===== src/rtl/auto_test_pkg.sv =====
// Shared types and constants for the parameter auto-test sequencer:
// FSM states, the fixed generator case table and checker LED bit positions.
package auto_test_pkg;

    typedef enum logic [2:0] {
        ST_IDLE,
        ST_CONFIG,
        ST_SETTLE,
        ST_MEASURE,
        ST_WAIT_RES,
        ST_CAPTURE,
        ST_NEXT
    } state_t;

    localparam int MAX_CASES = 8;

    // Unused tail entries are zero so a larger NUM_CASES parks the generator.
    localparam logic [15:0] CASE_FREQ [MAX_CASES] = '{
        16'd10, 16'd10, 16'd20, 16'd50, 16'd0, 16'd0, 16'd0, 16'd0
    };
    localparam logic [15:0] CASE_DUTY [MAX_CASES] = '{
        16'd500, 16'd250, 16'd500, 16'd750, 16'd0, 16'd0, 16'd0, 16'd0
    };

    localparam int ALL_PASS_BIT = 5;
    localparam int PARAM_MSB    = 4;
    localparam int PARAM_LSB    = 0;

    function automatic int max_int(input int a, input int b);
        return (a > b) ? a : b;
    endfunction

endpackage


===== src/rtl/auto_test_seq_if.sv =====
// Control/status bundle between the front panel, generator, checker and
// the auto-test sequencer.
interface auto_test_seq_if
    import auto_test_pkg::*;
#(
    parameter int NUM_CASES = 4
);
    logic                   start;
    logic                   abort;
    logic                   meas_valid;
    logic [7:0]             chk_result;
    logic                   gen_en;
    logic [15:0]            gen_freq;
    logic [15:0]            gen_duty;
    logic                   chk_enable;
    logic                   busy;
    logic                   done;
    logic                   aborted;
    logic [2:0]             case_idx;
    logic [NUM_CASES-1:0]   pass_mask;
    logic [NUM_CASES-1:0]   timeout_mask;
    logic [PARAM_MSB:0]     last_fail;

    modport master (
        output start, abort, meas_valid, chk_result,
        input  gen_en, gen_freq, gen_duty, chk_enable, busy, done, aborted,
               case_idx, pass_mask, timeout_mask, last_fail
    );

    modport slave (
        input  start, abort, meas_valid, chk_result,
        output gen_en, gen_freq, gen_duty, chk_enable, busy, done, aborted,
               case_idx, pass_mask, timeout_mask, last_fail
    );
endinterface


===== src/rtl/seq_timer.sv =====
// Saturating up-counter with terminal-count compare; cleared on every
// sequencer state change so each timed state starts from zero.
module seq_timer #(
    parameter int WIDTH = 8
) (
    input  logic             clk,
    input  logic             rst_n,
    input  logic             i_clear,
    input  logic             i_enable,
    input  logic [WIDTH-1:0] i_terminal,
    output logic             o_tc
);
    logic [WIDTH-1:0] r_count;

    always_ff @(posedge clk or negedge rst_n) begin
        if (!rst_n) begin
            r_count <= '0;
        end else if (i_clear) begin
            r_count <= '0;
        end else if (i_enable && (r_count != '1)) begin
            r_count <= r_count + 1'b1;
        end
    end

    assign o_tc = (r_count == i_terminal);
endmodule


===== src/rtl/auto_test_seq.sv =====
// Auto-test sequencer: walks the case table, configures the generator,
// waits for settling and measurement, and records per-case verdicts.
//
// state       | meaning
// ST_IDLE     | waiting for start; results of last run held
// ST_CONFIG   | load generator frequency/duty for case_idx
// ST_SETTLE   | SETTLE_CYCLES of generator settling, checker off
// ST_MEASURE  | checker on, waiting for meas_valid or timeout
// ST_WAIT_RES | RESULT_LAT cycles for chk_result to stabilise
// ST_CAPTURE  | latch pass bit and failing-parameter word
// ST_NEXT     | advance to next case or finish the run
module auto_test_seq
    import auto_test_pkg::*;
#(
    parameter int NUM_CASES      = 4,
    parameter int SETTLE_CYCLES  = 1_000_000,
    parameter int TIMEOUT_CYCLES = 50_000_000,
    parameter int RESULT_LAT     = 3
) (
    input  logic            clk,
    input  logic            rst_n,
    auto_test_seq_if.slave  bus
);
    localparam int CNT_W = $clog2(max_int(SETTLE_CYCLES, TIMEOUT_CYCLES) + 1);

    state_t                 r_state;
    state_t                 w_next;
    logic [CNT_W-1:0]       w_term;
    logic                   w_tc;
    logic                   w_clear;
    logic                   w_cnt_en;
    logic                   w_abort_take;
    logic                   w_last;
    logic [NUM_CASES-1:0]   w_case_bit;

    logic                   r_gen_en;
    logic [15:0]            r_gen_freq;
    logic [15:0]            r_gen_duty;
    logic                   r_chk_en;
    logic                   r_busy;
    logic                   r_done;
    logic                   r_aborted;
    logic [2:0]             r_case_idx;
    logic [NUM_CASES-1:0]   r_pass;
    logic [NUM_CASES-1:0]   r_timeout;
    logic [PARAM_MSB:0]     r_last_fail;

    assign w_abort_take = bus.abort && (r_state != ST_IDLE);
    assign w_last       = (r_case_idx == 3'(NUM_CASES - 1));
    assign w_case_bit   = NUM_CASES'(1) << r_case_idx;
    assign w_clear      = (w_next != r_state);
    assign w_cnt_en     = r_state inside {ST_SETTLE, ST_MEASURE, ST_WAIT_RES};

    always_comb begin
        w_term = '0;
        case (r_state)
            ST_SETTLE:   w_term = CNT_W'(SETTLE_CYCLES - 1);
            ST_MEASURE:  w_term = CNT_W'(TIMEOUT_CYCLES - 1);
            ST_WAIT_RES: w_term = CNT_W'(RESULT_LAT - 1);
            default:     w_term = '0;
        endcase
    end

    seq_timer #(.WIDTH(CNT_W)) u_timer (
        .clk        (clk),
        .rst_n      (rst_n),
        .i_clear    (w_clear),
        .i_enable   (w_cnt_en),
        .i_terminal (w_term),
        .o_tc       (w_tc)
    );

    always_ff @(posedge clk or negedge rst_n) begin
        if (!rst_n) r_state <= ST_IDLE;
        else        r_state <= w_next;
    end

    always_comb begin
        w_next = r_state;
        if (w_abort_take) begin
            w_next = ST_IDLE;
        end else begin
            case (r_state)
                ST_IDLE:     if (bus.start && !bus.abort) w_next = ST_CONFIG;
                ST_CONFIG:   w_next = ST_SETTLE;
                ST_SETTLE:   if (w_tc) w_next = ST_MEASURE;
                // meas_valid is tested first so it wins on the timeout cycle
                ST_MEASURE:  if (bus.meas_valid) w_next = ST_WAIT_RES;
                             else if (w_tc)      w_next = ST_NEXT;
                ST_WAIT_RES: if (w_tc) w_next = ST_CAPTURE;
                ST_CAPTURE:  w_next = ST_NEXT;
                ST_NEXT:     w_next = w_last ? ST_IDLE : ST_CONFIG;
                default:     w_next = ST_IDLE;
            endcase
        end
    end

    always_ff @(posedge clk or negedge rst_n) begin
        if (!rst_n) begin
            r_gen_en    <= 1'b0;
            r_gen_freq  <= '0;
            r_gen_duty  <= '0;
            r_chk_en    <= 1'b0;
            r_busy      <= 1'b0;
            r_done      <= 1'b0;
            r_aborted   <= 1'b0;
            r_case_idx  <= '0;
            r_pass      <= '0;
            r_timeout   <= '0;
            r_last_fail <= '0;
        end else begin
            r_done    <= 1'b0;
            r_aborted <= 1'b0;
            r_chk_en  <= w_next inside {ST_MEASURE, ST_WAIT_RES, ST_CAPTURE};
            if (w_abort_take) begin
                r_gen_en   <= 1'b0;
                r_gen_freq <= '0;
                r_gen_duty <= '0;
                r_busy     <= 1'b0;
                r_aborted  <= 1'b1;
            end else begin
                case (r_state)
                    ST_IDLE: if (bus.start && !bus.abort) begin
                        r_busy      <= 1'b1;
                        r_case_idx  <= '0;
                        r_pass      <= '0;
                        r_timeout   <= '0;
                        r_last_fail <= '0;
                    end
                    ST_CONFIG: begin
                        r_gen_freq <= CASE_FREQ[r_case_idx];
                        r_gen_duty <= CASE_DUTY[r_case_idx];
                        r_gen_en   <= 1'b1;
                    end
                    ST_MEASURE: if (!bus.meas_valid && w_tc) begin
                        r_timeout   <= r_timeout | w_case_bit;
                        r_last_fail <= '1;
                    end
                    ST_CAPTURE: begin
                        r_pass      <= bus.chk_result[ALL_PASS_BIT] ? (r_pass | w_case_bit)
                                                                    : (r_pass & ~w_case_bit);
                        r_last_fail <= ~bus.chk_result[PARAM_MSB:PARAM_LSB];
                    end
                    ST_NEXT: if (w_last) begin
                        r_gen_en <= 1'b0;
                        r_busy   <= 1'b0;
                        r_done   <= 1'b1;
                    end else begin
                        r_case_idx <= r_case_idx + 3'd1;
                    end
                    default: ;
                endcase
            end
        end
    end

    assign bus.gen_en       = r_gen_en;
    assign bus.gen_freq     = r_gen_freq;
    assign bus.gen_duty     = r_gen_duty;
    assign bus.chk_enable   = r_chk_en;
    assign bus.busy         = r_busy;
    assign bus.done         = r_done;
    assign bus.aborted      = r_aborted;
    assign bus.case_idx     = r_case_idx;
    assign bus.pass_mask    = r_pass;
    assign bus.timeout_mask = r_timeout;
    assign bus.last_fail    = r_last_fail;
endmodule


===== src/flat_wrapper.sv =====
// flat-port wrapper written by rule: the top's interface ports become plain ports
module auto_test_seq_flat import auto_test_pkg::*;
#(
    parameter int NUM_CASES      = 4,
    parameter int SETTLE_CYCLES  = 1_000_000,
    parameter int TIMEOUT_CYCLES = 50_000_000,
    parameter int RESULT_LAT     = 3
)
  (clk, rst_n, bus_start, bus_abort, bus_meas_valid, bus_chk_result, bus_gen_en, bus_gen_freq, bus_gen_duty, bus_chk_enable, bus_busy, bus_done, bus_aborted, bus_case_idx, bus_pass_mask, bus_timeout_mask, bus_last_fail);
  auto_test_seq_if #(.NUM_CASES(NUM_CASES)) bus_i ();
  input  logic clk;
  input  logic rst_n;
  input wire logic [$bits(bus_i.start)-1:0] bus_start;
  input wire logic [$bits(bus_i.abort)-1:0] bus_abort;
  input wire logic [$bits(bus_i.meas_valid)-1:0] bus_meas_valid;
  input wire logic [$bits(bus_i.chk_result)-1:0] bus_chk_result;
  output wire logic [$bits(bus_i.gen_en)-1:0] bus_gen_en;
  output wire logic [$bits(bus_i.gen_freq)-1:0] bus_gen_freq;
  output wire logic [$bits(bus_i.gen_duty)-1:0] bus_gen_duty;
  output wire logic [$bits(bus_i.chk_enable)-1:0] bus_chk_enable;
  output wire logic [$bits(bus_i.busy)-1:0] bus_busy;
  output wire logic [$bits(bus_i.done)-1:0] bus_done;
  output wire logic [$bits(bus_i.aborted)-1:0] bus_aborted;
  output wire logic [$bits(bus_i.case_idx)-1:0] bus_case_idx;
  output wire logic [$bits(bus_i.pass_mask)-1:0] bus_pass_mask;
  output wire logic [$bits(bus_i.timeout_mask)-1:0] bus_timeout_mask;
  output wire logic [$bits(bus_i.last_fail)-1:0] bus_last_fail;
  assign bus_i.start = bus_start;
  assign bus_i.abort = bus_abort;
  assign bus_i.meas_valid = bus_meas_valid;
  assign bus_i.chk_result = bus_chk_result;
  assign bus_gen_en = bus_i.gen_en;
  assign bus_gen_freq = bus_i.gen_freq;
  assign bus_gen_duty = bus_i.gen_duty;
  assign bus_chk_enable = bus_i.chk_enable;
  assign bus_busy = bus_i.busy;
  assign bus_done = bus_i.done;
  assign bus_aborted = bus_i.aborted;
  assign bus_case_idx = bus_i.case_idx;
  assign bus_pass_mask = bus_i.pass_mask;
  assign bus_timeout_mask = bus_i.timeout_mask;
  assign bus_last_fail = bus_i.last_fail;
  auto_test_seq #(.NUM_CASES(NUM_CASES), .SETTLE_CYCLES(SETTLE_CYCLES), .TIMEOUT_CYCLES(TIMEOUT_CYCLES), .RESULT_LAT(RESULT_LAT)) u_core (.clk(clk), .rst_n(rst_n), .bus(bus_i));
endmodule

===== config.mk =====
export PLATFORM = sky130hd
export DESIGN_NAME = auto_test_seq_flat
export DESIGN_NICKNAME = d
export VERILOG_FILES = /design/src/rtl/auto_test_pkg.sv /design/src/rtl/auto_test_seq_if.sv /design/src/rtl/seq_timer.sv /design/src/rtl/auto_test_seq.sv /design/src/flat_wrapper.sv
export SDC_FILE = /design/constraint.sdc
export NUM_CORES = 1
export LEC_CHECK = 0
export CORE_MARGIN = 3
export CORE_UTILIZATION = 50
export CTS_CLUSTER_DIAMETER = 50
export CTS_CLUSTER_SIZE = 30
export DETAILED_ROUTE_END_ITERATION = 10
export HOLD_SLACK_MARGIN = 0.06
export PLACE_DENSITY = 0.84
export SETUP_SLACK_MARGIN = 0.15
export SYNTH_ARGS = -nofsm -noshare
export SYNTH_HDL_FRONTEND = slang
export SYNTH_HIERARCHICAL = 1
export SYNTH_SLANG_ARGS = --single-unit

===== constraint.sdc =====
create_clock -name clk -period 5.3 [get_ports clk]
set_input_delay 0.53 -clock clk [delete_from_list [all_inputs] [get_ports clk]]
set_output_delay 0.53 -clock clk [all_outputs]
set_load 0.03 [all_outputs]

==> ci_impl_report.md, run 1 <==
### Metrics collected by this job

| Metric | Value |
|---|---|
| RSZ-0062 raised after global routing | `no` |
| CTS tree | `yes` |
| Slowest CP cell | `dfrtp_1` |
| Rel. slew slack | `about 42%` |
| Most numerous cell in the Yosys netlist | `dfrtp_1` |
| Sw Pwr | `between 0.3 and 0.4 mW` |
| Util after Layout | `~62%` |
| Fin Clk Skew | `0.0109 ns` |
| Outcome | `finished, final reports clean` |
| Worst setup path endpoint | `u_core/u_timer/r_count[3]` |
| Maxcap violations | `0` |
| Root Driver | `clkbuf_8` |
| Post-layout nets | `between 400 and 500` |
| AO/OA Area Share | `between 10% and 20%` |
| Critical Path AT | `around 4.7 ns` |
| Chip area | `8480 sq um` |
| WP buf/inv | `2` |
| Clock share of power | `between 30% and 40%` |
| Detailed placer's ending HPWL | `about 5700 microns` |
| Row count | `30` |
| Met3 Resource Use GR | `around 5.3%` |
| Non-Filler Instances | `between 500 and 600` |
| Comb gates | `307` |
| R2R Setup Slk | `0.86 ns` |
| Max reg flops | `26` |
| R2r startpoint | `u_core/r_state[2]` |
| Setup TNS | `0 ns` |
| Post-CTS Resized | `0` |
| PwrDens | `between 200 and 300 nW/um^2` |
| Layout cell share with drive strength beyond 1 | `a little under 9%` |
| Fmax achieved | `225 MHz` |
| Register with the most flip-flops | `u_core/u_timer/r_count` |
| Sequential share of cell area | `about 35%` |
| Die Height | `92.1 microns` |
| Flop area | `about 1500 sq um` |
| Busiest grt layer | `met2` |
| Tot Pwr | `1.22 mW` |
| Main logic family | `simple AND/OR/NAND/NOR gates` |
| Clock slew at reported path FFs | `approximately 0.07 ns` |
| Pin count of the biggest net entering global routing | `slightly above 60` |
| Dominant cell type by area after synthesis | `dfrtp_1` |
| Top cells by count | `dfrtp_1 (60), nor2_1 (38), xor2_1 (29), nand2_1 (28), o21ai_0 (27)` |
| Buffering overhead | `between 10% and 20%` |
| Final Slew Violations | `0` |
| Antenna diodes | `0` |
| Synthesis Warnings | `6` |
| First-pass GRT wire length | `between 10000 and 15000 microns` |
| Filler Cells Inserted | `588` |
| Seq pwr share | `about two fifths` |
| Iter 0 DRT Violations | `around 140` |
| Metal3 WL | `about 380 microns` |
| Final setup violation count | `0` |
| Wire length per cell | `between 10 and 15 microns` |
| Total placed cells including tap cells | `about 530` |
| Cell area after layout | `4330 sq um` |
| # clock sinks | `60` |
| RR Endpoint | `u_core/u_timer/r_count[3]` |
| Top-area cell share | `between 40% and 50%` |
| Flop+latch power | `0.508 mW` |
| Crit Path Max Fanout | `19` |
| Total grt overflow | `0` |
| Post-synth ARST share | `100%` |
| CP top delay family | `simple AND/OR/NAND/NOR gates` |
| Die width | `about 90 microns` |
| CP Cell Sequence | `nand2b_1, inv_1, and2_1, xor2_1, nor4_1, nand3_1, nor4_1, nor2_1, and3_4, o31ai_2, mux2i_2, buf_4, or4_1, nand2_1` |
| Final GP Congestion | `0.842` |
| CTS max path bufs | `2` |
| Initial antenna violation count | `0` |
| Hold Vio Cnt, Final | `0` |
| Worst setup EP type | `flip-flop` |
| Hold slack | `0.337 ns` |
| Well Taps | `roughly 96` |
| Clk_buf instances | `12` |
| Top Metal Used | `met4` |
| Slew @ Worst Pin | `0.858 ns` |
| Hold Path Class | `primary input to asynchronous set/reset pin` |
| Synth Area in Adders | `3.04%` |
| FP Core Util | `~53%` |
| Post-synthesis cell area | `3710 sq um` |
| Worst-Skew Late Latency | `approximately 0.34 ns` |
| Yosys Chip Area | `between 3000 and 4000 sq um` |
| Mapped Cells | `between 300 and 400` |
| Leak | `1.96 nW` |
| Mean area per synthesized cell | `between 9 and 10 sq um` |
| Post-synth seq share | `between 40% and 50%` |
| Postcts setup bufs | `0` |
| Log Warnings | `34` |
| Logic cell area | `approximately 2000 sq um` |
| EDFF count, synth | `0` |
| Startpoint Class | `flip-flop` |
**Run 1: wires at chosen ports, followed through buffers**

Scale: 4 px per micron.
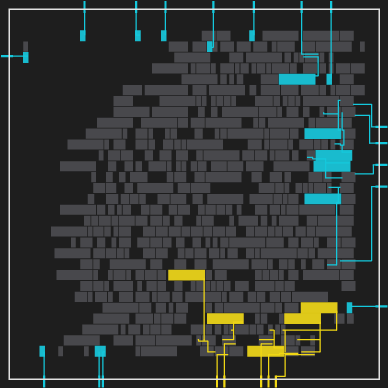
- cyan: `bus_gen_freq` (bits 16; direction output; edge 7 north, 5 east, 3 south, 1 west; end cells 16; buffers 5; wire 238 microns)
- yellow: `bus_last_fail` (bits 5; direction output; edge south; end cells 5; buffers 5; wire 145 microns)

**Run 1: signal wires by layer**

Scale: 4 px per micron.
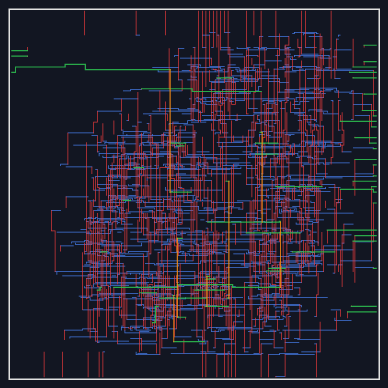
- green: met3 (wire length 379 microns)
- orange: met4 (wire length 137 microns)
- red: met2 (wire length 4140 microns)
- blue: met1 (wire length 3370 microns)
via count: 3021
total track usage: 20.1%

**Run 1: gate families picked out**

Scale: 4 px per micron.
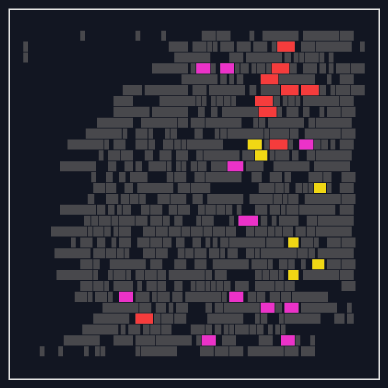
- magenta: multiplexers (cells 11)
- yellow: AND-OR and OR-AND gates (cells 6; where east)
- red: adder and majority cells (cells 9; where north-east)

==> run 2, diff against run 1 <==
--- a/config.mk
+++ b/config.mk
@@ -6,12 +6,12 @@
 export NUM_CORES = 1
 export LEC_CHECK = 0
 export CORE_MARGIN = 3
-export CORE_UTILIZATION = 50
+export CORE_UTILIZATION = 48
 export CTS_CLUSTER_DIAMETER = 50
 export CTS_CLUSTER_SIZE = 30
 export DETAILED_ROUTE_END_ITERATION = 10
 export HOLD_SLACK_MARGIN = 0.06
-export PLACE_DENSITY = 0.84
+export PLACE_DENSITY = 0.85
 export SETUP_SLACK_MARGIN = 0.15
 export SYNTH_ARGS = -nofsm -noshare
 export SYNTH_HDL_FRONTEND = slang
==> constraint.sdc (replaced) <==
create_clock -name clk -period 3.8 [get_ports clk]
set_input_delay 0.38 -clock clk [delete_from_list [all_inputs] [get_ports clk]]
set_output_delay 0.38 -clock clk [all_outputs]
set_load 0.03 [all_outputs]
**Run 2: signal wires by layer**

Scale: 4 px per micron.
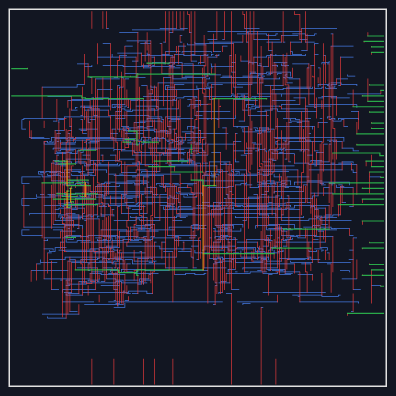
- green: met3 (wire length 444 microns)
- red: met2 (wire length 4240 microns)
- orange: met4 (wire length 59.8 microns)
- blue: met1 (wire length 3530 microns)

**Run 2: clock wiring as the flow saved it**

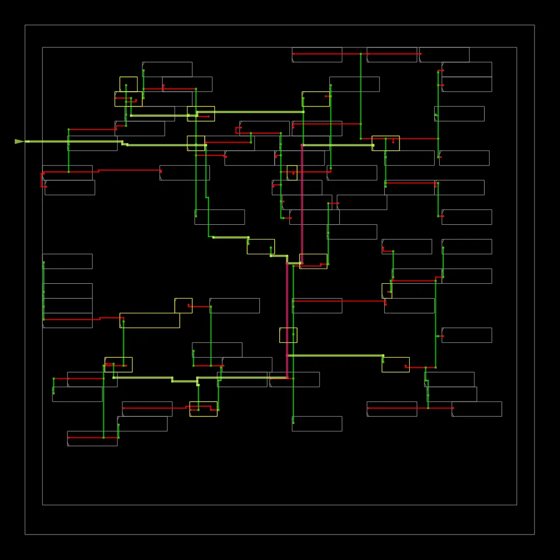
Worst-Skew Late Latency: 0.35 ns
# clock sinks: 60
Clk power: 0.580 mW
clk_buf instances: 9

==> ci_impl_report.md, run 2 <==
### Metrics collected by this job

| Metric | Value |
|---|---|
| CTS max path bufs | `2 (unchanged)` |
| Metal3 WL | `443 microns (+17%)` |
| PwrDens | `389 nW/um^2 (+38%)` |
| Synth Area in Adders | `3.04% (unchanged)` |
| Setup slack after layout | `~0.32 ns` |
| Initial antenna violation count | `0 (unchanged)` |
| Die Height | `93.9 microns (+1.9%)` |
| WP buf/inv | `3 (+1)` |
| Seq cells | `around 60` |
| RSZ-0062 raised after global routing | `no` |
| CP dominant cell by count | `nor4_1` |
| Worst setup EP type | `flip-flop` |
| Main logic family | `simple AND/OR/NAND/NOR gates` |
| Placed cell areas | `between 4000 and 5000 sq um` |
| Post-layout nets | `470 (+1.3%)` |
| Mux area share | `~3%` |
| FP Core Util | `50.3% (-2.8 points)` |
| Post-CTS Resized | `0 (unchanged)` |
| Final Slew Violations | `0 (unchanged)` |
| Post-synth seq share | `40.5% (unchanged)` |
| Launch point of the worst path | `u_core/r_state[2]` |
| Fmax achieved | `287 MHz (+27%)` |
| CTS tree | `yes` |
| Leak | `1.99 nW (+1.4%)` |
| Fin Clk Skew | `0.0130 ns (+0.00210 ns)` |
| Comb area share | `45.2%` |
| Non-CTS inverters | `13` |
| First-pass GRT wire length | `13600 microns (-2.2%)` |
| Cells on worst reg2reg path | `16` |
| Layout cell share with drive strength beyond 1 | `10.8% (+2.1 points)` |
| Hold Buf Count CTS | `0` |
| Mapped Cells | `399 (unchanged)` |
| Startpoint Class | `flip-flop` |
| Log Warnings | `34 (unchanged)` |
| Non-Filler Instances | `552 (+1.7%)` |
| Post-synthesis cell area | `3710 sq um (unchanged)` |
| Die width | `93.9 microns (+1.9%)` |
| Flop area | `1500 sq um (unchanged)` |
| CTS Buf Count | `9` |
| Dpl ws | `0.272 ns` |
| Combinational Power Share | `24.6%` |
| Setup TNS | `0 ns (unchanged)` |
| Pin count of the biggest net entering global routing | `42 (-31%)` |
| Post-synth ARST share | `100% (unchanged)` |
| EDFF count, synth | `0 (unchanged)` |
| Met2 GRT Util | `approximately a third` |
| Chip area | `8810 sq um (+3.9%)` |
| Util after Layout | `59.8% (-2.3 points)` |
| Critical Path AT | `3.72 ns (-1.00 ns)` |
| Syn-to-layout area delta | `18.9%` |
| Postcts setup bufs | `0 (unchanged)` |
| Top-area cell share | `40.5% (unchanged)` |
| Met1 usage | `24.0%` |
| Clock slew at reported path FFs | `0.07 ns (about the same)` |
| Total placed cells including tap cells | `536 (+1.7%)` |
| Buffers excl. clock | `about 57` |
| Worst setup path endpoint | `u_core/u_timer/r_count[3]` |
| Worst vdd ir | `0.253 mV` |
| Critical path depth | `16` |
| Maxcap violations | `0 (unchanged)` |
| Combinational logic power | `between 0.4 and 0.5 mW` |
| Vias per std cell | `between 5 and 6` |
| Total grt overflow | `0 (unchanged)` |
| Iter 0 DRT Violations | `196 (+39%)` |
| Cell area after layout | `4410 sq um (+1.7%)` |
| RR Endpoint | `u_core/u_timer/r_count[3]` |
| Clock share of power | `33.9% (-0.4 points)` |
| Row count | `31 (+3.3%)` |
| Met3 Resource Use GR | `5.29% (-0.044 points)` |
| Detailed placer's ending HPWL | `5860 microns (+2.6%)` |
| Post-synthesis cell type count | `62` |
| Clock buf/inv share | `under 10%` |
| Most common reg cell | `dfrtp_1` |
| CP required | `around 4.0 ns` |
| Slew @ Worst Pin | `0.931 ns (+0.0728 ns)` |
| Core area | `around 7400 sq um` |
| Sw Pwr | `0.566 mW (+48%)` |
| Leading cell kind | `combinational gates` |
| Top Metal Used | `met4` |
| Final setup violation count | `0 (unchanged)` |
| WL met1 | `3530 microns` |
| Register with the most flip-flops | `u_core/u_timer/r_count` |
| Tot Pwr | `1.71 mW (+40%)` |
| Mean area per synthesized cell | `9.29 sq um (unchanged)` |
| Seq pwr share | `41.5% (about the same)` |
| Via count | `3025 (+0.13%)` |
| Most numerous cell in the Yosys netlist | `dfrtp_1` |
| Hold Vio Cnt, Final | `0 (unchanged)` |
| Top cells by count | `dfrtp_1 (60), nor2_1 (38), xor2_1 (29), nand2_1 (28), o21ai_0 (27)` |
| Max power group | `sequential cells` |
| Outcome | `finished, final reports clean` |
| Antenna diodes | `0 (unchanged)` |
| Synth Area in XOR/XNOR | `9.92%` |
| AO/OA Area Share | `12.7% (unchanged)` |
| Sequential share of cell area | `34.1% (-0.58 points)` |
| Setup CP Type | `flip-flop to flip-flop` |
| Wire length per cell | `15.0 microns (+1.4%)` |
| Max reg flops | `26 (unchanged)` |
| Final ANT Viol Nets | `0` |
| Dominant cell type by area after synthesis | `dfrtp_1` |
| Hold slack | `0.163 ns (-0.175 ns)` |
| CP top delay family | `simple AND/OR/NAND/NOR gates` |
| Filler Cells Inserted | `618 (+5.1%)` |
| Crit Path Max Fanout | `11 (-8)` |
| R2r startpoint | `u_core/r_state[2]` |
| Logic cell area | `1990 sq um (+1.1%)` |
| Switching Share | `about a third` |
| Tcrit/Tclk final | `around nine tenths` |
| Ys cells | `399` |
| Comb gates | `307 (unchanged)` |
| Port Buffers | `45` |
| Well Taps | `99 (+3.1%)` |
| Busiest grt layer | `met2` |
| Hold Path Class | `primary input to asynchronous set/reset pin` |
| Slowest CP cell | `mux2i_4` |
| Dominant logic cell type in the layout | `dfrtp_1` |
| Critical Path Max Stage Delay | `between 0.3 and 0.4 ns` |
| Simple-Gate Fraction of Synth Area | `between 20 and 25%` |
| Yosys Chip Area | `3710 sq um (unchanged)` |
| DRC viols | `0` |
| Total track usage | `19.4% (-0.70 points)` |
| # IOs | `66` |
| Flop+latch power | `0.711 mW (+40%)` |
| Root Driver | `clkbuf_8` |
| CP Cell Sequence | `nand2b_1, clkinvlp_4, and2_2, xor2_1, nor4_1, nand3_1, nor4_1, buf_4, nor2_1, and3_4, o31ai_4, mux2i_4, buf_6, nor2b_1, o21ai_0, nand2_1` |
| Internal | `1.15 mW` |
| H-Tree Depth | `3` |
| R2R Setup Slk | `0.32 ns (-0.55 ns)` |
| Most frequent cells in the layout | `dfrtp_1 (60), clkdlybuf4s50_1 (44), nor2_1 (37)` |
| Rel. slew slack | `37.3% (-4.9 points)` |
| WL met2 | `between 4000 and 5000 microns` |
| Synthesis Warnings | `6 (unchanged)` |
| Final GP Congestion | `0.909 (+8.0%)` |
| Buffering overhead | `12.2% (+0.92 points)` |
| Flops after synth | `60` |
==> run 3, diff against run 2 <==
--- a/config.mk
+++ b/config.mk
@@ -7,6 +7,7 @@
 export LEC_CHECK = 0
 export CORE_MARGIN = 3
 export CORE_UTILIZATION = 48
+export CTS_BUF_LIST = sky130_fd_sc_hd__clkbuf_16
 export CTS_CLUSTER_DIAMETER = 50
 export CTS_CLUSTER_SIZE = 30
 export DETAILED_ROUTE_END_ITERATION = 10
@@ -15,5 +16,4 @@
 export SETUP_SLACK_MARGIN = 0.15
 export SYNTH_ARGS = -nofsm -noshare
 export SYNTH_HDL_FRONTEND = slang
-export SYNTH_HIERARCHICAL = 1
 export SYNTH_SLANG_ARGS = --single-unit
**Run 3: sequential cells colored by netlist name**

Scale: 3 px per micron. Other sequential cells in the stronger gray, the rest of the logic in the fainter gray.
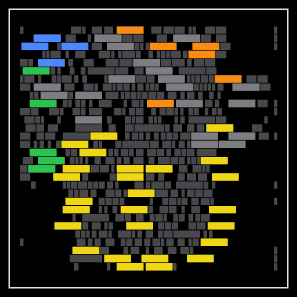
- blue: `u_core.bus.pass_mask` (sequential cells 4; where north-west)
- green: `u_core.bus.last_fail` (sequential cells 5; where west)
- yellow: `u_core.u_timer.r_count` (sequential cells 26)
- orange: `u_core.bus.gen_duty` (sequential cells 6)
- not colored: 19

**Run 3: wires at chosen ports, followed through buffers**

Scale: 4 px per micron.
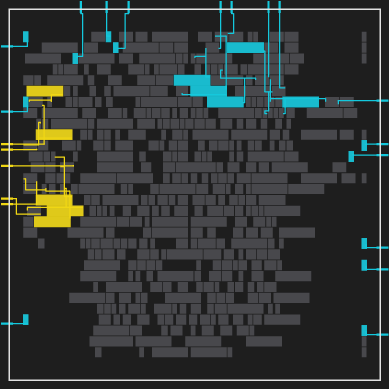
- yellow: `bus_last_fail` (bits 5; direction output; edge west; end cells 5; buffers 5; wire 148 microns)
- cyan: `bus_gen_freq` (bits 16; direction output; edge 7 north, 6 east, 3 west; end cells 16; buffers 5; wire 234 microns)
# IOs: 66
Port Buffers: 45

==> ci_impl_report.md, run 3 <==
### Metrics collected by this job

| Metric | Value |
|---|---|
| Synth Area in XOR/XNOR | `4.16% (-5.8 points)` |
| Post-synthesis cell area | `3580 sq um (-3.4%)` |
| Syn-to-layout area delta | `19.1%` |
| Top Metal Used | `met4` |
| Die Height | `92.4 microns (-1.6%)` |
| Critical path depth | `5 (-11)` |
| Outcome | `finished, final reports clean` |
| Met3 Resource Use GR | `4.87% (-0.41 points)` |
| Antenna diodes | `0 (unchanged)` |
| Worst vdd ir | `0.510 mV (+100%)` |
| Buffering overhead | `11.5% (-0.74 points)` |
| Combinational logic power | `0.951 mW (+130%)` |
| Critical Path AT | `3.04 ns (-0.68 ns)` |
| H-Tree Depth | `3 (unchanged)` |
| R2R Setup Slk | `0.99 ns (+0.68 ns)` |
| Total grt overflow | `0 (unchanged)` |
| Hold Path Class | `primary input to asynchronous set/reset pin` |
| Iter 0 DRT Violations | `248 (+27%)` |
| CP Cell Sequence | `nor3_1, nand2_1, a21oi_2, nand3_1, o21ai_0` |
| Most common reg cell | `dfrtp_1` |
| Post-layout nets | `456 (-3.0%)` |
| CP top delay family | `simple AND/OR/NAND/NOR gates` |
| Sequential share of cell area | `35.2% (+1.1 points)` |
| Register with the most flip-flops | `u_core.u_timer.r_count` |
| AO/OA Area Share | `16.5% (+3.8 points)` |
| Post-synthesis cell type count | `50 (-19%)` |
| Clk_buf instances | `9 (unchanged)` |
| Worst-Skew Late Latency | `0.33 ns (-0.02 ns)` |
| Flops after synth | `60 (unchanged)` |
| Cell area after layout | `4260 sq um (-3.2%)` |
| Top cells by count | `dfrtp_1 (60), nand2_1 (38), nor2_1 (37), a21oi_1 (27), o21ai_0 (27)` |
| Leak | `1.71 nW (-14%)` |
| Mapped Cells | `399 (unchanged)` |
| Most frequent cells in the layout | `dfrtp_1 (60), clkdlybuf4s50_1 (44), nand2_1 (38)` |
| WL met2 | `4090 microns (-3.6%)` |
| WP buf/inv | `0 (-3)` |
| Met2 GRT Util | `33.3% (-0.30 points)` |
| Yosys Chip Area | `3580 sq um (-3.4%)` |
| Post-synth ARST share | `100% (unchanged)` |
| WL met1 | `3480 microns (-1.5%)` |
| Metal3 WL | `574 microns (+30%)` |
| CTS tree | `yes` |
| Post-synth seq share | `41.9% (+1.4 points)` |
| Detailed placer's ending HPWL | `5820 microns (-0.63%)` |
| Crit Path Max Fanout | `26 (+15)` |
| Buffers excl. clock | `51 (-11%)` |
| Met1 usage | `26.1% (+2.1 points)` |
| EDFF count, synth | `0 (unchanged)` |
| Seq cells | `60 (unchanged)` |
| RSZ-0062 raised after global routing | `no` |
| Core area | `7020 sq um (-4.8%)` |
| Final Slew Violations | `0 (unchanged)` |
| Seq pwr share | `33.2% (-8.3 points)` |
| Chip area | `8530 sq um (-3.2%)` |
| Tot Pwr | `2.59 mW (+51%)` |
| Row count | `30 (-3.2%)` |
| Critical Path Max Stage Delay | `0.66 ns (+0.30 ns)` |
| Rel. slew slack | `32.1% (-5.2 points)` |
| Setup slack after layout | `0.992 ns (+0.675 ns)` |
| Synth Area in Adders | `3.14% (+0.11 points)` |
| FP Core Util | `51.0% (+0.71 points)` |
| Util after Layout | `60.7% (+0.95 points)` |
| Launch point of the worst path | `u_core.r_state[0]` |
| PwrDens | `607 nW/um^2 (+56%)` |
| Busiest grt layer | `met2` |
| Post-CTS Resized | `0 (unchanged)` |
| Log Warnings | `34 (unchanged)` |
| First-pass GRT wire length | `14000 microns (+2.6%)` |
| Logic cell area | `1840 sq um (-7.5%)` |
| Ys cells | `399 (unchanged)` |
| Worst setup EP type | `flip-flop` |
| Slew @ Worst Pin | `1.01 ns (+0.0775 ns)` |
| Pin count of the biggest net entering global routing | `37 (-12%)` |
| Well Taps | `96 (-3.0%)` |
| Layout cell share with drive strength beyond 1 | `6.62% (-4.2 points)` |
| Clock slew at reported path FFs | `0.05 ns (-0.02 ns)` |
| Root Driver | `clkbuf_16` |
| Non-CTS inverters | `8 (-5)` |
| Non-Filler Instances | `534 (-3.3%)` |
| Main logic family | `simple AND/OR/NAND/NOR gates` |
| Startpoint Class | `flip-flop` |
| Max reg flops | `26 (unchanged)` |
| Max power group | `combinational logic` |
| Worst setup path endpoint | `u_core.bus.timeout_mask[3]` |
| Filler Cells Inserted | `583 (-5.7%)` |
| Sw Pwr | `0.994 mW (+76%)` |
| Leading cell kind | `combinational gates` |
| Comb gates | `304 (-0.98%)` |
| Simple-Gate Fraction of Synth Area | `24.0% (+2.0 points)` |
| Top-area cell share | `41.9% (+1.4 points)` |
| Wire length per cell | `15.5 microns (+3.6%)` |
No activity file was given, so power comes from the tool's default toggle rates.
